## config.mk

```make
export PLATFORM = sky130hd
export DESIGN_NAME = boot_ctrl
export DESIGN_NICKNAME = d
export VERILOG_FILES = /design/src/rtl/boot_ctrl.sv
export SDC_FILE = /design/constraint.sdc
export NUM_CORES = 1
export LEC_CHECK = 0
export CAP_MARGIN = 10
export CORE_UTILIZATION = 48
export CTS_BUF_LIST = sky130_fd_sc_hd__clkbuf_8
export DETAILED_ROUTE_END_ITERATION = 8
export PLACE_DENSITY = 0.95
export SYNTH_ARGS = -nofsm -noshare
export SYNTH_HDL_FRONTEND = slang
export SYNTH_SLANG_ARGS = --single-unit
```

## constraint.sdc

```tcl
create_clock -name clk -period 5.1 [get_ports clk]
set_input_delay 0.765 -clock clk [delete_from_list [all_inputs] [get_ports clk]]
set_output_delay 0.765 -clock clk [all_outputs]
set_load 0.01 [all_outputs]
```

## src/rtl/boot_ctrl.sv

```systemverilog
// boot_ctrl: boot sequencer between a word-stream loader and the RISC-V core.
// Streams a program image into the Icache one word per accepted beat, holds
// the core in reset while loading and for RST_HOLD cycles afterwards, then
// releases it.
// Optional feature macro: BOOT_CHECKSUM_EN. When defined, the sum of all
// loaded words (mod 2^32) is compared with exp_sum at the end of the hold
// period, and a mismatch leaves the core in reset with err set.
//
// state | meaning
// ------+-----------------------------------------------------------
// IDLE  | after reset, waiting for start; core in reset
// LOAD  | accepting stream words and writing them into the Icache
// HOLD  | image complete, core still in reset for the guard period
// RUN   | core released and running; start triggers a reboot
// ERR   | illegal length or checksum mismatch; core in reset (sticky)
module boot_ctrl #(
  parameter int ADDR_WIDTH = 8,
  parameter int ADDR_NUM   = 256,
  parameter int RST_HOLD   = 4
) (
  input  logic                  clk,
  input  logic                  srst,
  input  logic                  start,
  input  logic [ADDR_WIDTH:0]   load_len,
  input  logic [31:0]           exp_sum,
  input  logic                  s_valid,
  input  logic [31:0]           s_data,
  output logic                  s_ready,
  output logic                  boot_up,
  output logic [ADDR_WIDTH-1:0] boot_addr,
  output logic [31:0]           boot_datai,
  output logic                  core_rst_n,
  output logic                  busy,
  output logic                  done,
  output logic                  err
);

  localparam int LW = ADDR_WIDTH + 1;
  localparam logic [LW-1:0] MAX_LEN   = LW'(ADDR_NUM);
  localparam logic [7:0]    HOLD_INIT = 8'(RST_HOLD - 1);

  typedef enum logic [2:0] {
    IDLE = 3'd0,
    LOAD = 3'd1,
    HOLD = 3'd2,
    RUN  = 3'd3,
    ERR  = 3'd4
  } state_t;

  state_t        state;
  logic [LW-1:0] len_q;
  logic [LW-1:0] wcnt;
  logic [7:0]    hcnt;
  logic          len_ok;
  logic          accept;
  logic          last_beat;

`ifdef BOOT_CHECKSUM_EN
  logic [31:0]   acc;
  logic [31:0]   sum_q;
`else
  logic          unused_exp_sum;
  assign unused_exp_sum = ^exp_sum;
`endif

  // A length of zero or beyond the Icache depth is rejected up front.
  assign len_ok    = (load_len != '0) && (load_len <= MAX_LEN);
  assign accept    = s_valid && (state == LOAD);
  // wcnt stops at len_q, which never exceeds ADDR_NUM, so it cannot wrap.
  assign last_beat = accept && (wcnt == (len_q - LW'(1)));

  // Status outputs decoded straight from the state register.
  assign s_ready    = (state == LOAD);
  assign busy       = (state == LOAD) || (state == HOLD);
  assign done       = (state == RUN);
  assign err        = (state == ERR);
  assign core_rst_n = (state == RUN);

  // Boot FSM with counters, Icache write port and optional checksum.
  always_ff @(posedge clk) begin
    if (srst) begin
      state      <= IDLE;
      len_q      <= '0;
      wcnt       <= '0;
      hcnt       <= '0;
      boot_up    <= 1'b0;
      boot_addr  <= '0;
      boot_datai <= '0;
`ifdef BOOT_CHECKSUM_EN
      acc        <= '0;
      sum_q      <= '0;
`endif
    end else begin
      boot_up <= 1'b0;
      case (state)
        IDLE, RUN, ERR: begin
          if (start) begin
            if (len_ok) begin
              state <= LOAD;
              len_q <= load_len;
              wcnt  <= '0;
`ifdef BOOT_CHECKSUM_EN
              acc   <= '0;
              sum_q <= exp_sum;
`endif
            end else begin
              state <= ERR;
            end
          end
        end
        LOAD: begin
          if (accept) begin
            boot_up    <= 1'b1;
            boot_addr  <= wcnt[ADDR_WIDTH-1:0];
            boot_datai <= s_data;
            wcnt       <= wcnt + LW'(1);
`ifdef BOOT_CHECKSUM_EN
            acc        <= acc + s_data;
`endif
            if (last_beat) begin
              state <= HOLD;
              hcnt  <= HOLD_INIT;
            end
          end
        end
        HOLD: begin
          if (hcnt == 8'd0) begin
`ifdef BOOT_CHECKSUM_EN
            state <= (acc != sum_q) ? ERR : RUN;
`else
            state <= RUN;
`endif
          end else begin
            hcnt <= hcnt - 8'd1;
          end
        end
        default: state <= IDLE;
      endcase
    end
  end

endmodule

```

Figure 1. Supply network.
Scale bar: 20 um. Pins as bars on the die edge. Tap cells in grey.
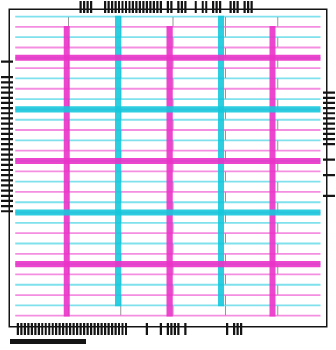
magenta -> VSS
cyan -> VDD
rows = 29
signal pins = 123
tap cells = 77
met4 straps = 5
met5 straps = 5
VDD IR-drop max: 0.231 mV
Die H: 83.3 um
Die W: 83.3 um
core footprint: 6350 um^2

==> run summary <==
yosys + openroad results -> max-cap violations=0, Worst setup SP type=input port, status=complete, no violations, Seq share, synth=approximately 44%, P_int=approximately 900 uW, power in sequential cells=587 uW, wire per inst=roughly 14 um, yosys warns=0, root buffer cell=clkbuf_8, power density over cell area=287 nW/um^2, post-synthesis cell area=around 3200 um^2, met3 wire len=about 420 um, Top FF cell, synth=dfxtp_1, Total Power=~1.2 mW, Sw Pwr=roughly 320 uW, CP max FO=~43, worst setup path class=input port to flip-flop, Top cell area share=44.1%, most numerous logic cell after layout=nand2_1, ratio of cells with drive above 1 in the final layout=about 6%, Filler cells=roughly 500, comb area leader=simple AND/OR/NAND/NOR gates, Power Combinational=just under 200 uW, CTS max path bufs=2, first-pass GRT wire length=roughly 13000 um, top cell category=logic gates, final core occ=67.2%, Late-Pin Clk Latency=~0.34 ns, FF-to-FF End=hcnt[3], fp_density=between 50% and 60%, Clock net power=~440 uW, area grow syn2layout=34.3%, top flop regs=boot_datai (32), len_q (9), wcnt (9), Worst Setup EP=hcnt[3], Vias/cell=between 5 and 6, met1 wire length=between 3000 and 4000 um, worst setup margin=around 2.2 ns, tap cells=77, buffering overhead=approximately a fifth, Buf/Inv on CP=2, Critical Path Sink Type=flip-flop, First DRT Iteration DRCs=approximately 140, Post-synth EDFFs=0, Unique cell types=between 50 and 60, Placed Cells=534, Buffers excl. clock=92, Gate power share=between 15 and 20%, WHS Endpoint=boot_addr[6], Total Wirelength=~7600 um, Worst Reg-to-Reg Cells=9, cell with the most instances after synthesis=nand2_1, sequential power share=a little under half, pre-CTS setup slack=~1.8 ns, syn_nets=around 470, reg-to-reg critical path startpoint=len_q[0], CTS resizes=0, logic area=between 1500 and 2000 um^2, hold buffer count at cts=0, synthesized area per cell=approximately 8 um^2, met3 Use GR=approximately 6.3%, Min-Delay Path Depth=2, fin nets=549, highest metal layer with signal wires=met4, # DRC=0, area fraction in mux cells=about 3.8%, global-route layer with the greatest usage=met2, launch point of the worst path=s_valid, endpoints failing setup=0, FA/HA/MAJ Cells, Area Fraction=1.58%, # Cells Yosys=391, global route overflow=0, RSZ-0062 raised after global routing=false, Period Utilization, post-route=between 50 and 60%, delay-heaviest family, CP=buffers and inverters, worst relative slew slack=28.8%, Synth flops=roughly 70
Figure 2. Placed cells, one colour a class.
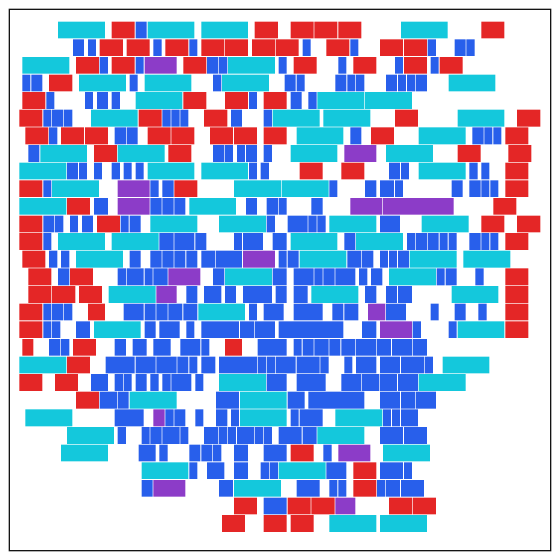
purple -> clock drivers and dummy loads  # cells 15
blue -> remaining logic cells  # cells 295
red -> remaining buffers and delay cells  # cells 92
cyan -> registers  # cells 70

Power and IR drop assume default switching activity.
